**config.mk**
```make
export PLATFORM = sky130hd
export DESIGN_NAME = jtroadf_nvctl
export DESIGN_NICKNAME = d
export VERILOG_FILES = /design/src/rtl/jtroadf_pkg.sv /design/src/rtl/jtroadf_nvctl.sv
export SDC_FILE = /design/constraint.sdc
export NUM_CORES = 1
export LEC_CHECK = 0
export CAP_MARGIN = 20
export CELL_PAD_IN_SITES_DETAIL_PLACEMENT = 1
export CELL_PAD_IN_SITES_GLOBAL_PLACEMENT = 2
export CORE_UTILIZATION = 23
export DETAILED_ROUTE_END_ITERATION = 16
export GPL_ROUTABILITY_DRIVEN = 0
export PLACE_DENSITY = 0.77
export SKIP_LAST_GASP = 1
export SLEW_MARGIN = 20
export SYNTH_ARGS = -nofsm -noshare
export SYNTH_HDL_FRONTEND = slang
export SYNTH_SLANG_ARGS = --single-unit
```
**constraint.sdc**
```tcl
create_clock -name clk -period 1.2 [get_ports clk]
set_input_delay 0.12 -clock clk [delete_from_list [all_inputs] [get_ports clk]]
set_output_delay 0.12 -clock clk [all_outputs]
set_load 0.1 [all_outputs]
```
**src/rtl/jtroadf_pkg.sv**
```systemverilog
// rtl/jtroadf_pkg.sv - shared jtroadf types: NVRAM read-owner tag encodings
package jtroadf_pkg;

  localparam int NV_AW = 11;

  typedef logic [1:0] tag_t;

  localparam tag_t TAG_NONE = 2'd0;
  localparam tag_t TAG_CPU  = 2'd1;
  localparam tag_t TAG_DMA  = 2'd2;

endpackage

```
**src/rtl/jtroadf_nvctl.sv**
```systemverilog
// rtl/jtroadf_nvctl.sv - NVRAM port arbiter: CPU (absolute priority) vs ioctl load/dump
// One-entry ioctl pending register, read-owner tag for data capture, dirty tracking.
module jtroadf_nvctl
  import jtroadf_pkg::*;
#(
  parameter int AW = NV_AW
) (
  input  logic          rst,
  input  logic          clk,
  input  logic          cpu_cen,
  input  logic          cpu_cs,
  input  logic          cpu_rnw,
  input  logic [AW-1:0] cpu_addr,
  input  logic [7:0]    cpu_dout,
  output logic [7:0]    cpu_din,
  input  logic          ioctl_ram,
  input  logic          ioctl_wr,
  input  logic          ioctl_rd,
  input  logic [AW-1:0] ioctl_addr,
  input  logic [7:0]    ioctl_dout,
  output logic [7:0]    ioctl_din,
  output logic [AW-1:0] ram_addr,
  output logic          ram_we,
  output logic [7:0]    ram_din,
  input  logic [7:0]    ram_dout,
  output logic          dma_busy,
  output logic          dma_ovf,
  output logic          dirty,
  input  logic          dirty_clr
);

  logic          cpu_gnt, cpu_wr_gnt, cpu_rd_gnt;
  logic          io_req, dma_gnt;
  logic          sel_we;
  logic [AW-1:0] sel_addr;
  logic [7:0]    sel_data;

  logic          pend_v_q, pend_v_d;
  logic          pend_we_q, pend_we_d;
  logic [AW-1:0] pend_addr_q, pend_addr_d;
  logic [7:0]    pend_data_q, pend_data_d;
  tag_t          tag_q, tag_d;
  logic [7:0]    cpu_din_q, cpu_din_d;
  logic [7:0]    ioctl_din_q, ioctl_din_d;
  logic          ovf_q, ovf_d;
  logic          dirty_q, dirty_d;

  // A fresh ioctl request bypasses the pending register so it can be served in its own cycle.
  always_comb begin
    cpu_gnt    = cpu_cen & cpu_cs;
    cpu_wr_gnt = cpu_gnt & ~cpu_rnw;
    cpu_rd_gnt = cpu_gnt & cpu_rnw;
    io_req     = ioctl_ram & (ioctl_wr | ioctl_rd);
    if (io_req) begin
      sel_we   = ioctl_wr;
      sel_addr = ioctl_addr;
      sel_data = ioctl_dout;
    end else begin
      sel_we   = pend_we_q;
      sel_addr = pend_addr_q;
      sel_data = pend_data_q;
    end
    dma_gnt = ~cpu_gnt & (io_req | pend_v_q);
  end

  always_comb begin
    ram_addr = cpu_gnt ? cpu_addr : sel_addr;
    ram_din  = cpu_gnt ? cpu_dout : sel_data;
    ram_we   = ~rst & (cpu_wr_gnt | (dma_gnt & sel_we));
    dma_busy = ~rst & (io_req | pend_v_q | (tag_q == TAG_DMA));
  end

  always_comb begin
    pend_we_d   = pend_we_q;
    pend_addr_d = pend_addr_q;
    pend_data_d = pend_data_q;
    ovf_d       = ovf_q;
    if (io_req) begin
      pend_we_d   = ioctl_wr;
      pend_addr_d = ioctl_addr;
      pend_data_d = ioctl_dout;
      if (pend_v_q) ovf_d = 1'b1;
    end
    pend_v_d = dma_gnt ? 1'b0 : (io_req | pend_v_q);

    if (cpu_rd_gnt)              tag_d = TAG_CPU;
    else if (dma_gnt && !sel_we) tag_d = TAG_DMA;
    else                         tag_d = TAG_NONE;

    cpu_din_d   = (tag_q == TAG_CPU) ? ram_dout : cpu_din_q;
    ioctl_din_d = (tag_q == TAG_DMA) ? ram_dout : ioctl_din_q;

    // A write grant in the same cycle as dirty_clr keeps the flag set.
    if (cpu_wr_gnt)     dirty_d = 1'b1;
    else if (dirty_clr) dirty_d = 1'b0;
    else                dirty_d = dirty_q;
  end

  always_ff @(posedge clk or posedge rst) begin
    if (rst) begin
      pend_v_q    <= 1'b0;
      pend_we_q   <= 1'b0;
      pend_addr_q <= '0;
      pend_data_q <= 8'h00;
      tag_q       <= TAG_NONE;
      cpu_din_q   <= 8'h00;
      ioctl_din_q <= 8'h00;
      ovf_q       <= 1'b0;
      dirty_q     <= 1'b0;
    end else begin
      pend_v_q    <= pend_v_d;
      pend_we_q   <= pend_we_d;
      pend_addr_q <= pend_addr_d;
      pend_data_q <= pend_data_d;
      tag_q       <= tag_d;
      cpu_din_q   <= cpu_din_d;
      ioctl_din_q <= ioctl_din_d;
      ovf_q       <= ovf_d;
      dirty_q     <= dirty_d;
    end
  end

  assign cpu_din   = cpu_din_q;
  assign ioctl_din = ioctl_din_q;
  assign dma_ovf   = ovf_q;
  assign dirty     = dirty_q;

endmodule

```
==> impl_metrics.csv, run 1 <==
group,metric,value,unit
setup_path,cp.arrival,1.48,ns
final_layout,final_cells,338,
floorplan,fp_util,24.0,%
final_timing,setup_viol,21,
grt,track_usage,14.2,%
drt,antenna_left,0,
logic_synthesis,synth.distinct_cells,21,
logic_synthesis,syn_avg_cell_area,15.6,um2
logic_synthesis,flop_cell,"dfrtp_1",
final_timing,max_slew.worst_pin.slew,0.260,ns
final_timing,maxSlewViolCount,0,
run_status,status,"finished with violations",
final_layout,nets,290,
drt,finalWirelength,5.44,mm
final_layout,diodes,0,
power,peakVddDrop,539,uV
logic_synthesis,ys_sh_simple,3.07,%
power,power,6.83,mW
power,leakage,1.69,nW
place,placed_area,3510,um2
logic_synthesis,yosysTopAreaCellShare,54.7,%
floorplan,row_count,32,
logic_synthesis,synth-async-reset-ratio,100,%
flow_run,maxCapViolCount,0,
setup_path,cp_max_fo,5,
final_timing,min_period,1.60,ns
floorplan,dieArea,8510,um2
run_status,violations,"negative setup slack",
logic_synthesis,common_cells,"dfrtp_1 (41), mux2_2 (34), mux2_4 (20)",
cts,ctsRootBufferMaster,"clkbuf_8",
logic_synthesis,yosysTopAreaCell,"dfrtp_1",
logic_synthesis,top_cells_by_area,"dfrtp_1 (55%), mux2_2 (20%), mux2_4 (16%), buf_12 (1.1%), o21ai_4 (0.87%)",
grt,grt_pass1_vias,1761,
logic_synthesis,edf_count,0,
setup_path,r2r_cells,3,
floorplan,die_y,92.3,um
final_timing,holdWs,0.182,ns
logic_synthesis,ys_top_logic_family,"multiplexers",
floorplan,fp.dieW,92.3,um
final_timing,period_used_share,134,%
setup_path,r2r_start,"tag_q[1]$_DFF_PP0_",
place,placed_cells,323,
drt,wl_per_cell,16.1,um
flow_run,warnings,29,
grt,grt_pass1_wl,9.07,mm
logic_synthesis,synthesis.nets,175,
grt,grt_max_degree,24,
min_path,min_path_type,"in2async",
final_layout,drive_above_1_share,64.4,%
final_timing,fmax,0.623,GHz
setup_path,start_kind,"primary input",
setup_path,cp-end-kind,"output pin",
setup_path,crit_type,"in2out",
logic_synthesis,synthesis.area,1870,um2
cts,numCtsBuffers,5,
logic_synthesis,netlist_instances,120,
drt,first_pass_iters,3,
logic_synthesis,ys_warn_count,0,
drt,drt_iter0_drc,20,
setup_path,rrSetupSlack,0.04,ns
logic_synthesis,ys_seq_elements,41,
logic_synthesis,ys_sh_mux,36.4,%
drt,via_per_inst,4.28,
final_timing,worst_slack,-0.404,ns
grt,antenna_found_initial,0,
floorplan,coreArea,7810,um2
power,power_density,1810,nW/um2
final_layout,fin_area,3770,um2
cts,path_clk_slew,0.08,ns
cts,htree_levels,2,
cts,max-clock-path-buffers,2,
setup_path,timing.rr.end,"ioctl_din[2]$_DFFE_PP0N_",
logic_synthesis,ys_seq_share,54.7,%
final_timing,rsz0062_at_grt,"yes",
cts,cts.sinks,41,
logic_synthesis,most_common_cell,"dfrtp_1",
final_timing,slew-limit-headroom,82.6,%
setup_path,required,1.08,ns
logic_synthesis,aoi_share,3.34,%
logic_synthesis,yosysChipArea,1870,um2
final_layout,syn2layout_area_growth,101,%
final_timing,hold_viol,0,
place,port_buffers,93,
cts,cts_tree,"yes",
place,hpwl,3.86,mm
grt,overflow,0,
logic_synthesis,adder_share,0,%
cts,insertion_delay,0.30,ns
drt,drc,0,
final_timing,fin_skew,0.000649,ns
drt,num_vias,1448,
logic_synthesis,ys_cells,120,
logic_synthesis,xor_share,0,%
floorplan,io_pins,94,
-- run 1: cell type report --
type	instances	area (um2)
Clock inverter	1	30.0
Fill cell	770	4040
Inverter	2	7.51
Multi-Input combinational cell	72	931
Clock buffer	7	86.3
Timing Repair Buffer	113	1540
Sequential cell	41	1050
Tap cell	102	128
-- run 1: cells in the final DEF, fill, tap and decap left out --
cell type / n
nand2_2: 1
or2_2: 1
buf_6: 5
inv_1: 1
o21a_1: 1
dlygate4sd2_1: 2
o21ai_0: 1
and2_2: 1
clkbuf_8: 6
clkdlybuf4s50_1: 49
or2_4: 1
clkbuf_1: 1
dfrtp_2: 16
a21oi_4: 2
buf_8: 1
mux2_4: 38
and3_1: 1
buf_12: 42
inv_2: 1
nor2_1: 1
o221ai_2: 1
nor3b_1: 1
a21o_1: 1
dfrtp_1: 25
a21boi_2: 1
mux2_2: 16
buf_16: 1
buf_4: 12
o21ai_4: 1
nand2b_4: 2
buf_2: 1
nor2_4: 1
bufinv_16: 1
-- run 1: power by group --
part | total [mW] | switching, mW | internal (mW) | leakage, nW
sequential | 1.84 | 0.190 | 1.65 | 0.467
combinational | 3.81 | 2.26 | 1.56 | 1.17
clock | 1.18 | 0.500 | 0.679 | 0.0585
-- run 1: layer usage --
metal  track usage, %  wire length [um]
met4             3.52                57
met1             15.6              2090
met5                0                 0
met2             24.8              2780
met3             6.47               514
-- run 1: repair_timing --
item / in CTS / in global routing
setup endpoints to repair: 31 / 35
buffers inserted: 8 / 3
gates resized: 38 / 5
hold buffers: 0 / 0
cloned: 3 / 0
hold endpoints to repair: 0 / 0
pin swaps: 4 / 2
-- run 1: cell families (layout without fill, tap and decap cells) --
family	after synthesis	after routing
flops	41	41
compound gates	8	8
simple gates	10	10
mux	54	54
buf+inv	7	123
-- run 1: worst max-delay path, stage by stage --
cell	delay, ns
buf_8	0.10
o21ai_4	0.22
buf_6	0.17
buf_12	0.12
mux2_4	0.30
mux2_4	0.28
buf_12	0.17
-- run 1: metrics by stage --
step	utilization (%)	setup WS, ns	setup TNS [ns]
after global placement	44.9	-0.704	-19.66
after detailed placement	44.9	-0.725	-20.17
after CTS	49.1	-0.472	-9.07
after floorplan	-	-0.199	-3.13
after global routing	48.3	-0.438	-7.75
final	48.3	-0.404	-6.91
-- run 1: how the worst max path moves through the flow --
| stage | slack, ns | start | depth (start not counted) | end |
|---|---|---|---|---|
| 2_1_floorplan | -0.20 | ioctl_rd | 4 | ram_addr[0] |
| 3_3_place_gp | -0.70 | ioctl_rd | 6 | ram_din[7] |
| 3_5_place_dp | -0.72 | ioctl_rd | 6 | ram_din[1] |
| 4_1_cts | -0.47 | ioctl_wr | 8 | ram_din[6] |
| 5_1_grt | -0.44 | ioctl_rd | 7 | ram_din[6] |
| 6_report | -0.40 | ioctl_rd | 7 | ram_din[6] |
-- run 1: state kept, by name, indices dropped and copies added (netlist names), 2 cells and up --
| register | flops |
|---|---|
| pend_addr_q | 11 |
| cpu_din | 8 |
| ioctl_din | 8 |
| pend_data_q | 8 |
| tag_q | 2 |
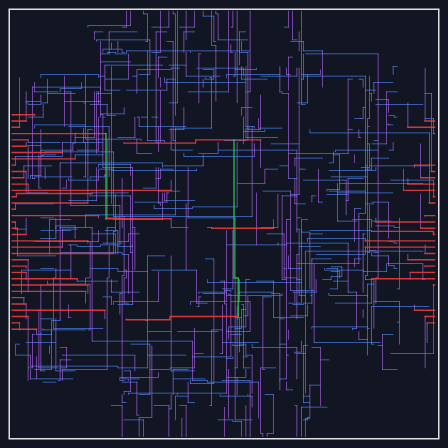
run_1/wires.png
layer	color	wire length
metal 3	red	515 um
metal 4	green	57.4 um
metal 1	blue	2090 um
metal 2	purple	2780 um

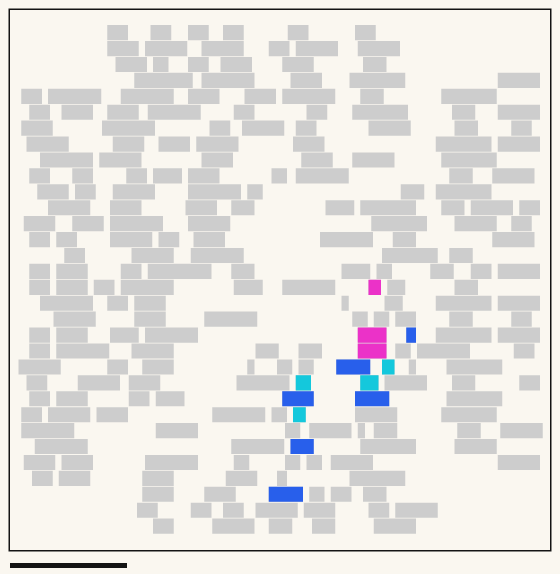
run_1/logic_types.png
Bar = 20 um.
family	color	cells
nand cells	magenta	3
and/or cells	cyan	4
aoi and oai cells	blue	6

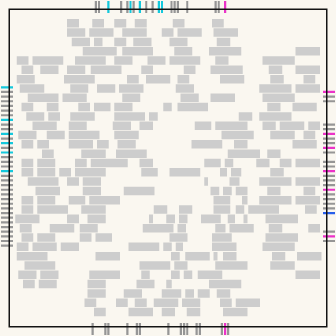
run_1/io_placement.png
Pins as bars across the die edge, other pins in gray.
port	color	pins	direction	edge
dirty	blue	1	output	right
ram_addr	cyan	11	output	6 left, 5 top
cpu_din	magenta	8	output	6 right, 1 bottom, 1 top
all pins by edge	35 left, 25 right, 19 top, 15 bottom

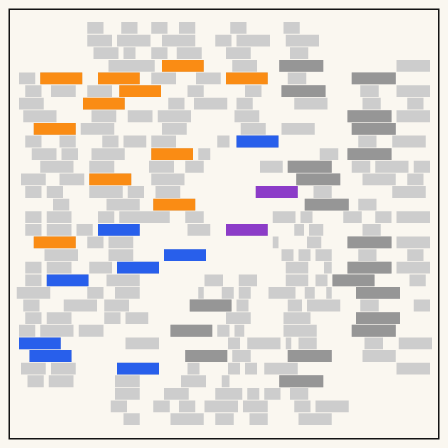
run_1/flops_by_reg.png
Other sequential cells in the stronger gray, the rest of the logic in the fainter gray.
signal	color	flops
tag_q	purple	2
pend_data_q	blue	8
pend_addr_q	orange	11
not colored	20

==> run 2, diff against run 1 <==
--- a/config.mk
+++ b/config.mk
@@ -8,10 +8,11 @@
 export CAP_MARGIN = 20
 export CELL_PAD_IN_SITES_DETAIL_PLACEMENT = 1
 export CELL_PAD_IN_SITES_GLOBAL_PLACEMENT = 2
-export CORE_UTILIZATION = 23
+export CORE_UTILIZATION = 24
+export CTS_BUF_LIST = sky130_fd_sc_hd__clkbuf_8
 export DETAILED_ROUTE_END_ITERATION = 16
 export GPL_ROUTABILITY_DRIVEN = 0
-export PLACE_DENSITY = 0.77
+export PLACE_DENSITY = 0.8
 export SKIP_LAST_GASP = 1
 export SLEW_MARGIN = 20
 export SYNTH_ARGS = -nofsm -noshare
==> impl_metrics.csv, run 2 <==
group,metric,value,unit
min_path,min_path_type,"in2reg",
power,seq_power_share,26.9,%
final_timing,rsz0062_at_grt,"yes",
setup_path,cp.arrival,1.44,ns
logic_synthesis,ys_top_logic_family,"multiplexers",
place,port_buffers,93,
run_status,violations,"negative setup slack",
final_timing,min_period,1.56,ns
final_timing,worst_slack,-0.358,ns
final_layout,final_cells,336,
place,placed_area,3500,um2
grt,grt_max_degree,26,
power,p_int,3.91,mW
final_timing,max_slew.worst_pin.slew,0.264,ns
logic_synthesis,ys_warn_count,0,
power,p_comb_share,56.2,%
grt,grt_pass1_vias,1696,
grt,overflow,0,
grt,antenna_found_initial,0,
setup_path,start_kind,"primary input",
setup_path,cp-end-kind,"output pin",
floorplan,io_pins,94,
cts,insertion_delay,0.29,ns
setup_path,timing.rr.end,"ioctl_din[1]$_DFFE_PP0N_",
final_timing,fmax,0.642,GHz
logic_synthesis,synthesis.area,1870,um2
run_status,status,"finished with violations",
final_timing,fin_skew,0.00355,ns
setup_path,rrSetupSlack,0.05,ns
logic_synthesis,netlist_instances,120,
cts,max-clock-path-buffers,2,
logic_synthesis,aoi_share,3.34,%
logic_synthesis,xor_share,0,%
power,power_density,1790,nW/um2
logic_synthesis,edf_count,0,
final_timing,hold_viol,0,
cts,htree_levels,2,
floorplan,fp_util,25.3,%
logic_synthesis,syn_avg_cell_area,15.6,um2
logic_synthesis,common_cells,"dfrtp_1 (41), mux2_2 (34), mux2_4 (20)",
final_layout,top_register,"pend_addr_q",
logic_synthesis,synth.distinct_cells,21,
logic_synthesis,ys_seq_elements,41,
final_layout,fillers,709,
drt,wl_per_cell,16.2,um
power,leakage,1.72,nW
logic_synthesis,yosysChipArea,1870,um2
logic_synthesis,most_common_cell,"dfrtp_1",
drt,wl_met2,2.72,mm
drt,drt_iter0_drc,17,
logic_synthesis,ys_sh_mux,36.4,%
floorplan,coreArea,7410,um2
floorplan,fp.dieW,90.4,um
final_timing,maxSlewViolCount,0,
cts,ctsRootBufferMaster,"clkbuf_8",
final_timing,slew-limit-headroom,82.3,%
logic_synthesis,yosysTopAreaCell,"dfrtp_1",
setup_path,required,1.08,ns
drt,finalWirelength,5.43,mm
final_layout,nets,291,
final_layout,drive_above_1_share,65.8,%
drt,highest_layer,"met4",
cts,cts.sinks,41,
floorplan,dieArea,8170,um2
drt,first_pass_iters,3,
final_timing,period_used_share,130,%
power,clkPwrFrac,16.9,%
power,swShare,43.0,%
cts,cts_tree,"yes",
floorplan,die_y,90.4,um
final_timing,setup_viol,21,
setup_path,r2r_start,"tag_q[0]$_DFF_PP0_",
final_layout,comb_area,950,um2
place,placed_cells,320,
## run 2: cell families (layout without fill, tap and decap cells)
kind of cell	Yosys count	in the layout
AOI/OAI and AO/OA	8	8
buffers and inverters	7	124
and+or+nand+nor	10	10
muxes	54	54
DFF	41	41
## run 2: layout make-up
cell class | instances | area share [%]
clock buffers | 6 | 2.16
clock inverters | 2 | 0.980
inverters | 2 | 0.196
multi-input cells | 72 | 24.8
flip-flops and latches | 41 | 27.3
well taps | 99 | 3.23
repair buffers | 114 | 41.3
## run 2: power groups by stage
stage,clock [mW],combinational [mW],sequential (mW)
after floorplan,0,1.25,2.85
after global placement,0,3.72,1.85
after detailed placement,0,3.76,1.86
after CTS,1.22,3.89,1.84
after global routing,1.27,3.96,1.87
final,1.16,3.85,1.84
## run 2: timing repair
item	4_1_cts	5_1_grt
pin swaps	4	2
buffers inserted	8	1
cloned	3	0
endpoints found under the hold margin	0	0
gates resized	44	4
setup endpoints to repair	31	22
## run 2: critical path, cell delays in order
cell and delay [ns]:
buf_8 0.10, o21ai_4 0.17, buf_6 0.16, buf_16 0.13, mux2_4 0.30, mux2_4 0.28
buf_12 0.17
## run 2: how the worst max path moves through the flow
stage	startpoint	end	slack (ns)	depth (start not counted)
floorplan	ioctl_rd	ram_addr[0]	-0.20	4
global placement	ioctl_rd	ram_din[1]	-0.70	6
detailed placement	ioctl_rd	ram_addr[10]	-0.72	6
CTS	ioctl_wr	ram_din[3]	-0.40	8
global route	ioctl_rd	ram_addr[4]	-0.39	7
finish	ioctl_rd	ram_addr[2]	-0.36	7
## run 2: layer usage
| layer | track usage (%) | vias to the layer above |
|---|---|---|
| met5 | 0 | - |
| li1 | - | 656 |
| met2 | 25.4 | 63 |
| met3 | 5.05 | 4 |
| met1 | 16.1 | 676 |
| met4 | 3.63 | 0 |
## run 2: through the flow
stage               hold WS (ns)  setup TNS [ns]  worst slack [ns]  util, %  power, mW
floorplan                  0.229           -3.13            -0.199        -       4.11
global placement           0.477          -19.20            -0.697     47.3       5.57
detailed placement         0.481          -20.49            -0.724     47.3       5.63
CTS                        0.228           -7.31            -0.399     52.1       6.96
global route               0.256           -7.44            -0.388     51.7       7.10
finish                     0.240           -6.78            -0.358     51.7       6.85
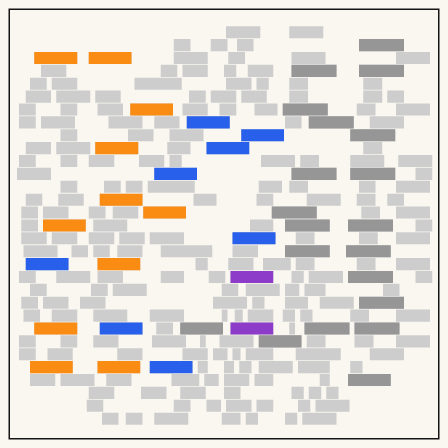
run_2/flops_by_reg.png
Other sequential cells in the stronger gray, the rest of the logic in the fainter gray.
signal	color	flops
pend_data_q	blue	8
pend_addr_q	orange	11
tag_q	purple	2
not colored	20

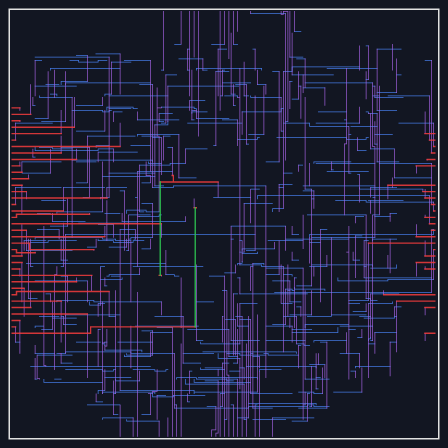
run_2/wires.png
layer	color	wire length
metal 4	green	44.9 um
metal 1	blue	2230 um
metal 2	purple	2720 um
metal 3	red	442 um

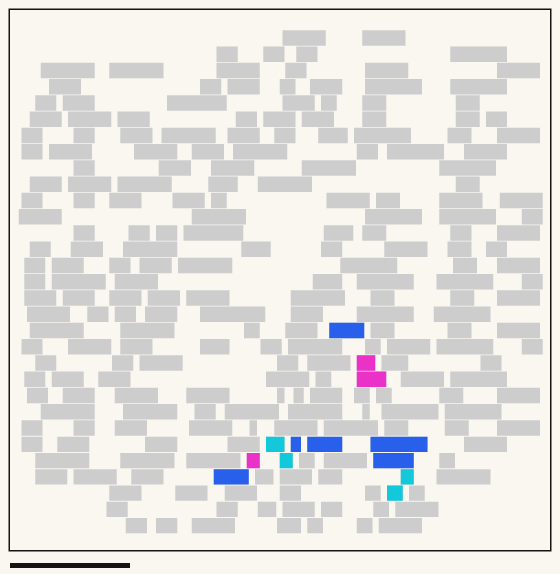
run_2/logic_types.png
Bar = 20 um.
family	color	cells
and/or cells	cyan	4
nand cells	magenta	3
aoi and oai cells	blue	6

Power is estimated from default activity; no workload was simulated.
